<file path="config.mk">
export PLATFORM = sky130hd
export DESIGN_NAME = ring_seq_decoder
export DESIGN_NICKNAME = d
export VERILOG_FILES = /design/src/rtl/ring_pkg.sv /design/src/rtl/ring_onehot_enc.sv /design/src/rtl/ring_seq_decoder.sv
export SDC_FILE = /design/constraint.sdc
export NUM_CORES = 1
export LEC_CHECK = 0
export ABC_CLOCK_PERIOD_IN_PS = 1880
export CAP_MARGIN = 5
export CORE_MARGIN = 2
export CORE_UTILIZATION = 49
export CTS_CLUSTER_SIZE = 28
export DETAILED_ROUTE_END_ITERATION = 7
export GPL_ROUTABILITY_DRIVEN = 0
export HOLD_SLACK_MARGIN = 0.15
export PLACE_DENSITY = 0.75
export SLEW_MARGIN = 10
export SYNTH_ARGS = -nofsm -noshare
export SYNTH_HDL_FRONTEND = slang
export SYNTH_HIERARCHICAL = 1
export SYNTH_SLANG_ARGS = --single-unit
export TNS_END_PERCENT = 5
</file>
<file path="constraint.sdc">
create_clock -name clk -period 1.88 [get_ports clk]
set_input_delay 0.282 -clock clk [delete_from_list [all_inputs] [get_ports clk]]
set_output_delay 0.282 -clock clk [all_outputs]
set_load 0.01 [all_outputs]
</file>
<file path="src/rtl/ring_pkg.sv">
// Shared types and helpers for one-hot ring producers and consumers.
// Used by ring_seq_decoder (optional err_cnt: RING_SEQ_DECODER_ERRCNT_EN).
package ring_pkg;

  typedef enum logic [1:0] {
    UNLOCK = 2'd0,
    TRACK  = 2'd1,
    LOCKED = 2'd2
  } ring_state_t;

  localparam int ERRCNT_W = 8;
  localparam int ROT_MAX  = 64;

  // Bit k moves to k+1, bit w-1 wraps to 0; callers truncate to w bits.
  function automatic logic [ROT_MAX-1:0] rotl(
    input logic [ROT_MAX-1:0] v,
    input int                 w
  );
    logic [ROT_MAX-1:0] r;
    r = (v << 1) | ROT_MAX'(v[w-1]);
    return r;
  endfunction

endpackage

</file>
<file path="src/rtl/ring_onehot_enc.sv">
// Combinational one-hot to binary encoder with a one-hot validity flag.
// Reusable by any ring consumer.
module ring_onehot_enc #(
  parameter  int WIDTH = 4,
  localparam int IDX_W = $clog2(WIDTH)
) (
  input  logic [WIDTH-1:0] vec,
  output logic [IDX_W-1:0] idx,
  output logic             onehot
);

  always_comb begin
    idx = '0;
    for (int i = 0; i < WIDTH; i++) begin
      if (vec[i]) idx = IDX_W'(i);
    end
  end

  assign onehot = (vec != '0) &&
                  ((vec & (vec - WIDTH'(1))) == '0);

endmodule

</file>
<file path="src/rtl/ring_seq_decoder.sv">
// Ring phase decoder and sequence health monitor.
// Optional err_cnt output: define RING_SEQ_DECODER_ERRCNT_EN.
module ring_seq_decoder
  import ring_pkg::*;
#(
  parameter  int WIDTH    = 4,
  parameter  int LOCK_CNT = 3,
  localparam int IDX_W    = $clog2(WIDTH)
) (
  input  logic             clk,
  input  logic             rst,
  input  logic [WIDTH-1:0] ring_in,
  input  logic             en,
  output logic [IDX_W-1:0] idx,
  output logic             idx_vld,
  output logic             locked,
  output logic             err
`ifdef RING_SEQ_DECODER_ERRCNT_EN
  ,
  output logic [ERRCNT_W-1:0] err_cnt
`endif
);

  localparam int CNT_W = $clog2(LOCK_CNT + 1);

  ring_state_t      state;
  ring_state_t      state_n;
  logic [CNT_W-1:0] cnt;
  logic [CNT_W-1:0] cnt_n;
  logic [WIDTH-1:0] prev;
  logic [IDX_W-1:0] enc_idx;
  logic             oh;
  logic             match;
  logic             err_n;
  logic [IDX_W-1:0] idx_n;
  logic             vld_n;
  logic             locked_n;

  ring_onehot_enc #(
    .WIDTH (WIDTH)
  ) u_enc (
    .vec    (ring_in),
    .idx    (enc_idx),
    .onehot (oh)
  );

  assign match = (ring_in ==
                  WIDTH'(rotl(ROT_MAX'(prev), WIDTH)));

  always_ff @(posedge clk or negedge rst) begin
    if (!rst) begin
      state   <= UNLOCK;
      cnt     <= '0;
      prev    <= '0;
      idx     <= '0;
      idx_vld <= 1'b0;
      locked  <= 1'b0;
      err     <= 1'b0;
    end else begin
      state   <= state_n;
      cnt     <= cnt_n;
      idx     <= idx_n;
      idx_vld <= vld_n;
      locked  <= locked_n;
      err     <= err_n;
      if (en) prev <= ring_in;
    end
  end

  always_comb begin
    state_n = state;
    cnt_n   = cnt;
    err_n   = 1'b0;
    if (en) begin
      unique case (state)
        UNLOCK: begin
          if (oh) begin
            state_n = TRACK;
            cnt_n   = '0;
          end
        end
        TRACK: begin
          if (!oh) begin
            state_n = UNLOCK;
            cnt_n   = '0;
          end else if (match) begin
            cnt_n = cnt + 1'b1;
            if (cnt_n == CNT_W'(LOCK_CNT)) state_n = LOCKED;
          end else begin
            cnt_n = '0;
          end
        end
        LOCKED: begin
          if (!match) begin
            err_n   = 1'b1;
            cnt_n   = '0;
            state_n = oh ? TRACK : UNLOCK;
          end
        end
        default: begin
          state_n = UNLOCK;
          cnt_n   = '0;
        end
      endcase
    end
  end

  always_comb begin
    idx_n    = idx;
    vld_n    = idx_vld;
    locked_n = (state_n == LOCKED);
    if (en) begin
      vld_n = oh;
      if (oh) idx_n = enc_idx;
    end
  end

`ifdef RING_SEQ_DECODER_ERRCNT_EN
  always_ff @(posedge clk or negedge rst) begin
    if (!rst) begin
      err_cnt <= '0;
    end else if (err_n && (err_cnt != '1)) begin
      err_cnt <= err_cnt + 1'b1;
    end
  end
`endif

endmodule
</file>
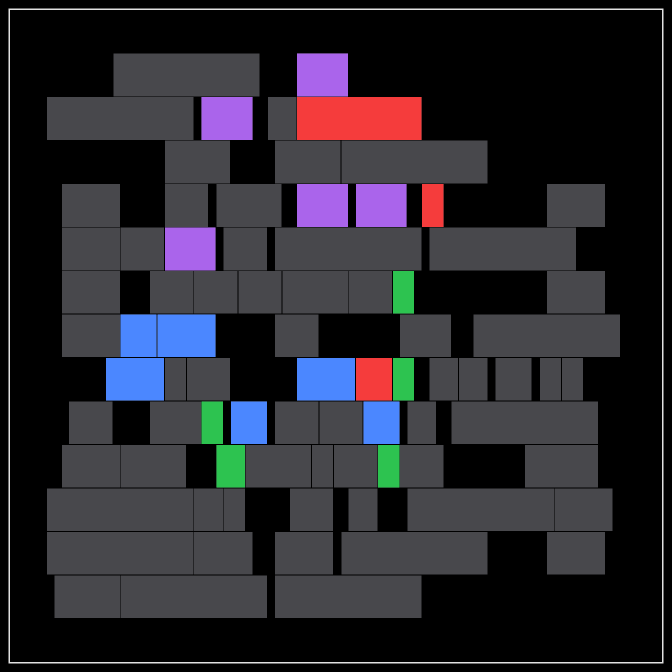
(run_1/gate_families.png)
colour	family	cells
purple	XOR/XNOR gates	5
blue	AND and OR gates	6
red	NOR gates	3
green	NAND gates	5

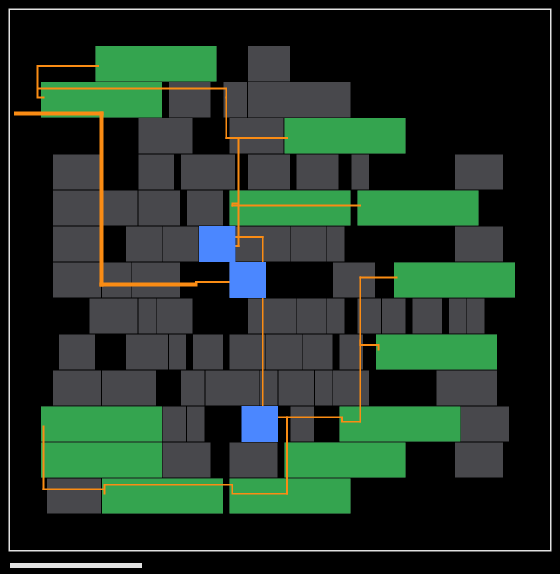
(run_1/clock_map.png)
Scale bar: 10 um.
[orange] clock wires | length: 152 um
[green] flip-flops | count: 13
[blue] cells driving clock nets | count: 3
flops lie	widely spread
routed clock nets	4
Clock Skews: 0.002136 ns
worst skew pair latency: 0.27 ns
Clk. pwr: 167 uW
clock power share: 0.261

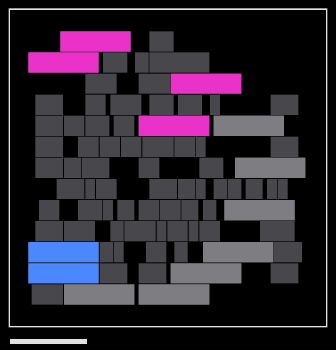
(run_1/registers.png)
Scale bar: 10 um.
colour	signal	placed flops
magenta	`prev`	4
blue	`idx`	2
not coloured	7
register share of the cell area: 0.3720
FF+latch area: 325.3 um^2
P_seq: 327 uW

==> flow_metrics.tcl, run 1 <==
# flow metrics
set metrics [dict create \
    netlist_area_um2 663.1 \
    critical_path_class "input port to flop" \
    outcome "finished, final reports clean" \
    maxCapViolCount 0 \
    num_io_pins 12 \
    grt_pass1_vias 432 \
    syn_to_final_growth_pct 31.89 \
    clkSinkCount 13 \
    nFlopsAndLatches 13 \
    reg2reg_depth 4 \
    cts_root_buf "clkbuf_4" \
    postSynthAreaPerCell_um2 11.43 \
    num_tap_cells 15 \
    cts.clk_slew.worst_paths_ns 0.08 \
    wl_um 1045 \
    grt.busiest_layer "met2" \
    crit_chain "clkdlybuf4s50_1 > or4b_1 > o211ai_1 > and4b_1 > a21o_1 > nand2_1 > o31ai_1" \
    grt_first_pass_wirelength_um 1745 \
    nNonClkBuffers 19 \
    reg2reg_to "state[0]" \
    antenna_found_initial 0 \
    ff_type "dfrtp_1" \
    required_ns 2.06 \
    gr-total-overflow 0 \
    ant_nets 0 \
    core_mm2 0.001285 \
    p_comb_frac 0.227 \
    io_buffers 11 \
    wl_per_cell_um 11.00 \
    cts_resized 0 \
    design_area_um2 874.6 \
    diodes 0 \
    setup_viol_count_final 0 \
]
[run 1: registers in the layout (all words and copies together), names as in the netlist]
name and flops:
err 1, prev 4, state 2, idx_vld 1, cnt 2, locked 1
idx 2
[run 1: cell families (layout without fill, tap and decap cells)]
logic type | Yosys count | count (layout) | synth area share
simple gates | 14 | 14 | 0.1509
fa+ha+maj | 1 | 1 | 0.01886
xor+xnor | 5 | 5 | 0.06603
flops | 13 | 13 | 0.4906
mux | 7 | 7 | 0.1189
buf+inv | 6 | 28 | 0.03584
compound gates | 12 | 12 | 0.1189
[run 1: layout by cell type, fill, tap and decap left out, types with 2 or more instances in the layout]
cell,netlist,final
a21oi_1,2,2
and3_1,2,2
or4b_1,2,2
clkdlybuf4s50_1,0,11
o31ai_1,2,2
o21ai_0,2,2
mux2_2,7,7
xor2_1,4,4
nand2_1,4,4
buf_4,0,8
clkbuf_4,0,3
dfrtp_1,13,13
inv_1,5,5
[run 1: power by group through the flow]
| stage | Combinational (mW) | Sequential [mW] | Clock [mW] |
|---|---|---|---|
| floorplan | 0.0672 | 0.336 | 0 |
| global placement | 0.145 | 0.332 | 0 |
| detailed placement | 0.147 | 0.332 | 0 |
| CTS | 0.148 | 0.327 | 0.172 |
| global route | 0.158 | 0.331 | 0.188 |
| finish | 0.145 | 0.327 | 0.167 |
[run 1: metal layers]
metal  part of all wire  routed length [um]
met1               0.51                 532
met2               0.44                 456
met3              0.041                  43
met4              0.011                  12
met5                  0                   0
[run 1: worst max-delay path by stage]
stage	end	slack [ns]	depth (start not counted)
floorplan	locked	0.35	6
global placement	state[1]	-0.15	7
detailed placement	state[1]	-0.18	7
CTS	locked	0.10	7
global route	state[1]	0.01	7
finish	locked	0.1	7
==> run_1/cell_classes.png <==
Scale bar: 10 um.
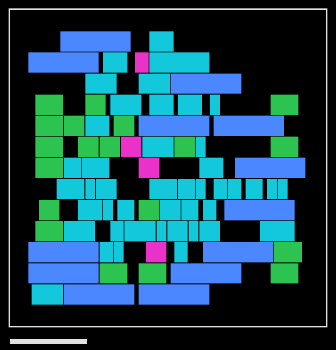

--- run 2 (diff from run 1) ---
--- a/config.mk
+++ b/config.mk
@@ -5,7 +5,7 @@
 export SDC_FILE = /design/constraint.sdc
 export NUM_CORES = 1
 export LEC_CHECK = 0
-export ABC_CLOCK_PERIOD_IN_PS = 1880
+export ABC_CLOCK_PERIOD_IN_PS = 1900
 export CAP_MARGIN = 5
 export CORE_MARGIN = 2
 export CORE_UTILIZATION = 49
==> constraint.sdc (replaced) <==
create_clock -name clk -period 1.9 [get_ports clk]
set_input_delay 0.285 -clock clk [delete_from_list [all_inputs] [get_ports clk]]
set_output_delay 0.285 -clock clk [all_outputs]
set_load 0.01 [all_outputs]
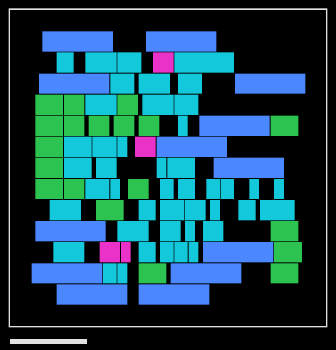
(run_2/cell_classes.png)
Scale bar: 10 um.
colour	class	cells	share of their area
cyan	all other logic	44	39%
green	other buffers and delay cells	19	20%
magenta	clock drivers and dummy loads	4	3.1%
blue	flip-flops	13	38%

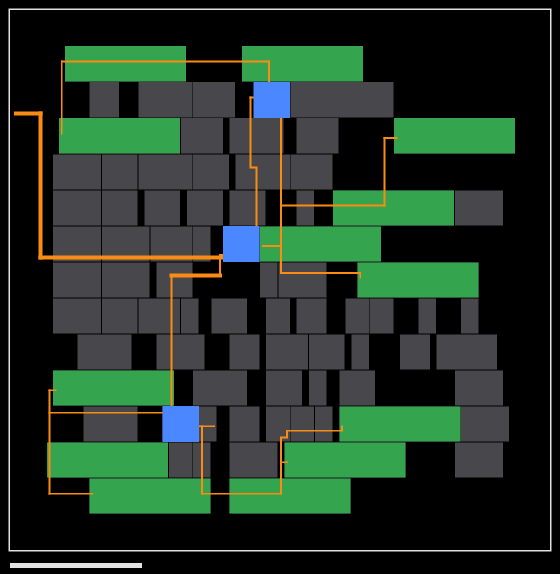
(run_2/clock_map.png)
Scale bar: 10 um.
[blue] cells driving clock nets | count: 3
[orange] clock wires | length: 159 um
[green] flip-flops | count: 13
routed clock nets	4
clock power share: 0.259
Clock Skews: 0.001855 ns
Clk. pwr: 164 uW

==> run 2 against run 1 <==
Net effect:
- clock skew is essentially flat
- routed wire length up 7.2%
- global-route usage is 1.1 points higher
- sequential share of layout area rose by 0.053 points
- register-to-register slack better by 0.02 ns
- count of clock-buffer cells in the layout up 1
- die size unchanged
- critical path depth unchanged
- setup slack better by 0.026 ns
- flip-flop count unchanged
- clock power barely moved
- largest power group unchanged
==> flow_metrics.tcl, run 2 <==
# flow metrics
set metrics [dict create \
    outcome "finished, final reports clean" \
    io_buffers 11 \
    gr-total-overflow 0 \
    common_cells "dfrtp_1, mux2_2, inv_1, nand2_1, xor2_1" \
    cts_resized 0 \
    setup.worst_path.end_class "flop" \
    netlist_area_um2 663.1 \
    lay_top_cells "dfrtp_1, clkdlybuf4s50_1, buf_4" \
    postSynthAreaPerCell_um2 11.43 \
    required_ns 2.08 \
    wl_um 1120 \
    design_area_um2 873.3 \
    grt_first_pass_wirelength_um 1842 \
    wl_per_cell_um 11.79 \
    logic_area_um2 314.1 \
    dr_total_vias 496 \
    reg2reg_to "state[0]" \
    edf_count 0 \
    core_mm2 0.001285 \
    ff_type "dfrtp_1" \
    maxSlewHeadroom 0.6062 \
    avgViaCountPerCell 5.221 \
    final_common_cell "dfrtp_1" \
    drive_gt1_frac 0.2750 \
    grt_start_max_net_pins 14 \
    top_register "prev" \
    regArea_um2 325.3 \
    syn_to_final_growth_pct 31.70 \
    antenna_found_initial 0 \
    fin_cells 95 \
    clk_latency_ns 0.27 \
    setup_viol_count_final 0 \
    num_io_pins 12 \
    clkSinkCount 13 \
    largest_reg_flops 4 \
    grt_pass1_vias 444 \
    fillerInstances 120 \
    maxCapViolCount 0 \
    cts_root_buf "clkbuf_4" \
    diodes 0 \
    swShare 0.2566 \
    p_comb_frac 0.229 \
    critical_path_class "input port to flop" \
    grtUsageTotal 0.1743 \
    ant_nets 0 \
    reg2reg_depth 4 \
    slew_violations 0 \
    holdBufCountCts 0 \
    cts.clk_slew.worst_paths_ns 0.07 \
]
## run 2: cell counts after synthesis
No cell type changed its count.
## run 2: critical path: stages
cell,delay (ns)
clkdlybuf4s50_1,0.45
or4b_1,0.53
o211ai_1,0.16
and4b_1,0.28
a21o_1,0.12
nand2_1,0.06
o31ai_1,0.08
## run 2: how the worst max path moves through the flow
stage / endpoint / slack [ns] / depth (start not counted)
6_report: locked / 0.12 / 7
5_1_grt: state[1] / 0.0009 / 7
4_1_cts: locked / 0.14 / 7
3_5_place_dp: state[1] / -0.16 / 7
3_3_place_gp: state[1] / -0.12 / 7
2_1_floorplan: locked / 0.37 / 6
## run 2: cell type report
class,count,area share
Tap cell,15,0.02149
Inverter,5,0.02149
Multi-Input combinational cell,39,0.3596
Clock buffer,4,0.03009
Timing Repair Buffer,19,0.1948
Sequential cell,13,0.3725
## run 2: logic make-up (layout without fill, tap and decap cells)
logic type / Yosys count / count (layout) / synth area share
simple gates: 14 / 14 / 0.1509
flops: 13 / 13 / 0.4906
compound gates: 12 / 12 / 0.1189
mux: 7 / 7 / 0.1189
buf+inv: 6 / 28 / 0.03584
xor+xnor: 5 / 5 / 0.06603
fa+ha+maj: 1 / 1 / 0.01886
## run 2: power by group through the flow
stage               Sequential, mW  Combinational (mW)  Clock [mW]
CTS                          0.324               0.147       0.175
global placement             0.328               0.143           0
finish                       0.323               0.145       0.164
global route                 0.328               0.159       0.186
floorplan                    0.333              0.0665           0
detailed placement           0.329               0.146           0
## run 2: routing by layer
metal / part of all wire / up-vias / GRT usage
met5: 0 / - / 0
met4: 0.0089 / 0 / 0.1000
met3: 0.047 / 2 / 0.04891
met2: 0.48 / 12 / 0.2617
met1: 0.46 / 228 / 0.2211
li1: - / 254 / -
--- run 3 (diff from run 2) ---
--- a/config.mk
+++ b/config.mk
@@ -5,7 +5,6 @@
 export SDC_FILE = /design/constraint.sdc
 export NUM_CORES = 1
 export LEC_CHECK = 0
-export ABC_CLOCK_PERIOD_IN_PS = 1900
 export CAP_MARGIN = 5
 export CORE_MARGIN = 2
 export CORE_UTILIZATION = 49
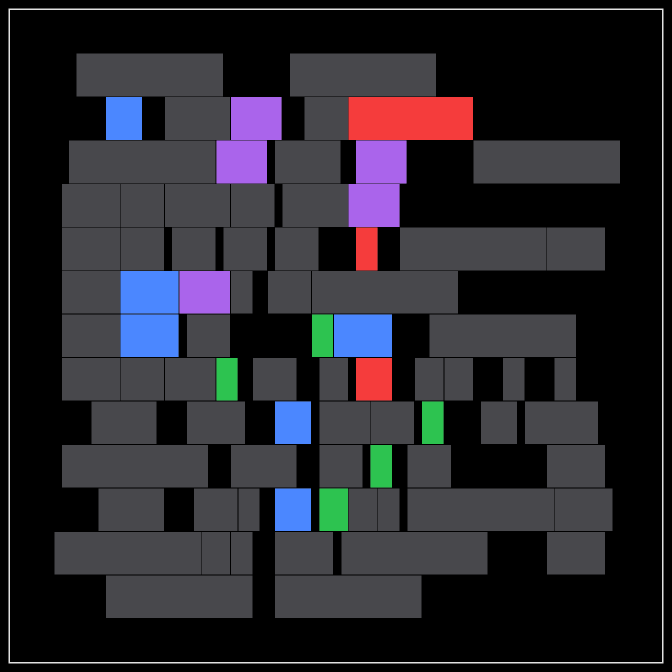
(run_3/gate_families.png)
colour	family	cells
purple	XOR/XNOR gates	5
blue	AND and OR gates	6
red	NOR gates	3
green	NAND gates	5

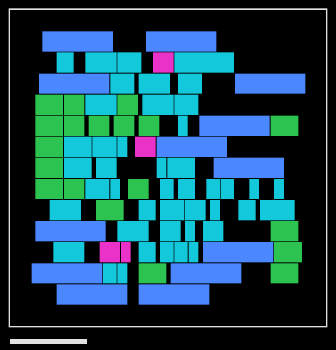
(run_3/cell_classes.png)
Scale bar: 10 um.
FP Rows: 13
final instance area: 873.3 um^2
core area: 0.001285 mm^2
final core occ: 0.6796

==> run 3 against run 2 <==
Net effect:
- via count did not move
- critical path depth unchanged
- non-clock buffer count is the same
- sequential share of layout area unchanged
- register-to-register slack about the same
- total power stayed put
- sequential power hardly changed
- count of clock-buffer cells in the layout unchanged
- area after synthesis unchanged
- core utilization unchanged
- combinational power hardly changed
- routed wire length did not move
- largest power group unchanged
- highest routed layer unchanged
==> flow_metrics.tcl, run 3 <==
# flow metrics
set metrics [dict create \
    met2_length_um 538 \
    p_seq_uw 323 \
    outcome "finished, final reports clean" \
    met3_length_um 53 \
    edf_count 0 \
    maxUsedRoutingLayer "met4" \
    grt_first_pass_wirelength_um 1842 \
    cts.clk_slew.worst_paths_ns 0.07 \
    grt_start_max_net_pins 14 \
    wl_per_cell_um 11.79 \
    reg2reg_to "state[0]" \
    cp-endpoint "locked" \
    antenna_found_initial 0 \
    wl_met1_um 517 \
    cp_num_cells 7 \
    p_clk_uw 164 \
    p_comb_frac 0.229 \
    largest_reg_flops 4 \
    swShare 0.2566 \
    powerComb_uw 145 \
    drive_gt1_frac 0.2750 \
    setup_viol_count_final 0 \
    netlist_area_um2 663.1 \
    syn_to_final_growth_pct 31.70 \
    reg2reg_depth 4 \
    maxCapViolCount 0 \
    met1_usage 0.2211 \
    grt.busiest_layer "met2" \
    ff_type "dfrtp_1" \
    required_ns 2.08 \
    crit_chain "clkdlybuf4s50_1 > or4b_1 > o211ai_1 > and4b_1 > a21o_1 > nand2_1 > o31ai_1" \
]
[run 3: cell counts in the layout (fill, tap and decap cells not counted)]
Identical to the previous run, type by type.
[run 3: stage by stage]
| step | worst slack (ns) | setup TNS [ns] | instances | instance area (um^2) | utilization |
|---|---|---|---|---|---|
| floorplan | 0.3704 | 0 | 58 | 663.1 | - |
| global placement | -0.1209 | -0.5035 | 91 | 847.1 | 0.6592 |
| detailed placement | -0.1626 | -0.7388 | 91 | 847.1 | 0.6592 |
| CTS | 0.1362 | 0 | 95 | 873.3 | 0.6796 |
| global route | 0.0009333 | 0 | 95 | 873.3 | 0.6796 |
| finish | 0.1231 | 0 | 95 | 873.3 | 0.6796 |
[run 3: worst min-delay path by stage]
stage            from  endpoint  slack [ns]  cells after the start
2_1_floorplan     rst    cnt[0]       -0.01                      0
3_3_place_gp   cnt[0]    cnt[0]        0.47                      1
3_5_place_dp   cnt[0]    cnt[0]        0.46                      1
4_1_cts           rst    cnt[0]        0.39                      1
5_1_grt           rst    cnt[0]        0.42                      1
6_report          rst    cnt[0]        0.39                      1
[run 3: cell families (layout without fill, tap and decap cells)]
logic type | after synthesis | after routing | synth area share
simple gates | 14 | 14 | 0.1509
flops | 13 | 13 | 0.4906
compound gates | 12 | 12 | 0.1189
mux | 7 | 7 | 0.1189
buf+inv | 6 | 28 | 0.03584
xor+xnor | 5 | 5 | 0.06603
fa+ha+maj | 1 | 1 | 0.01886
[run 3: area by class of cell]
class	count	area, um^2	share of cell area
multi-input cells	39	314.1	0.3596
repair buffers	19	170.2	0.1948
well taps	15	18.77	0.02149
inverters	5	18.77	0.02149
clock buffers	4	26.28	0.03009
flip-flops and latches	13	325.3	0.3725
Power figures rest on the tool's default switching activity, not on a simulated workload.
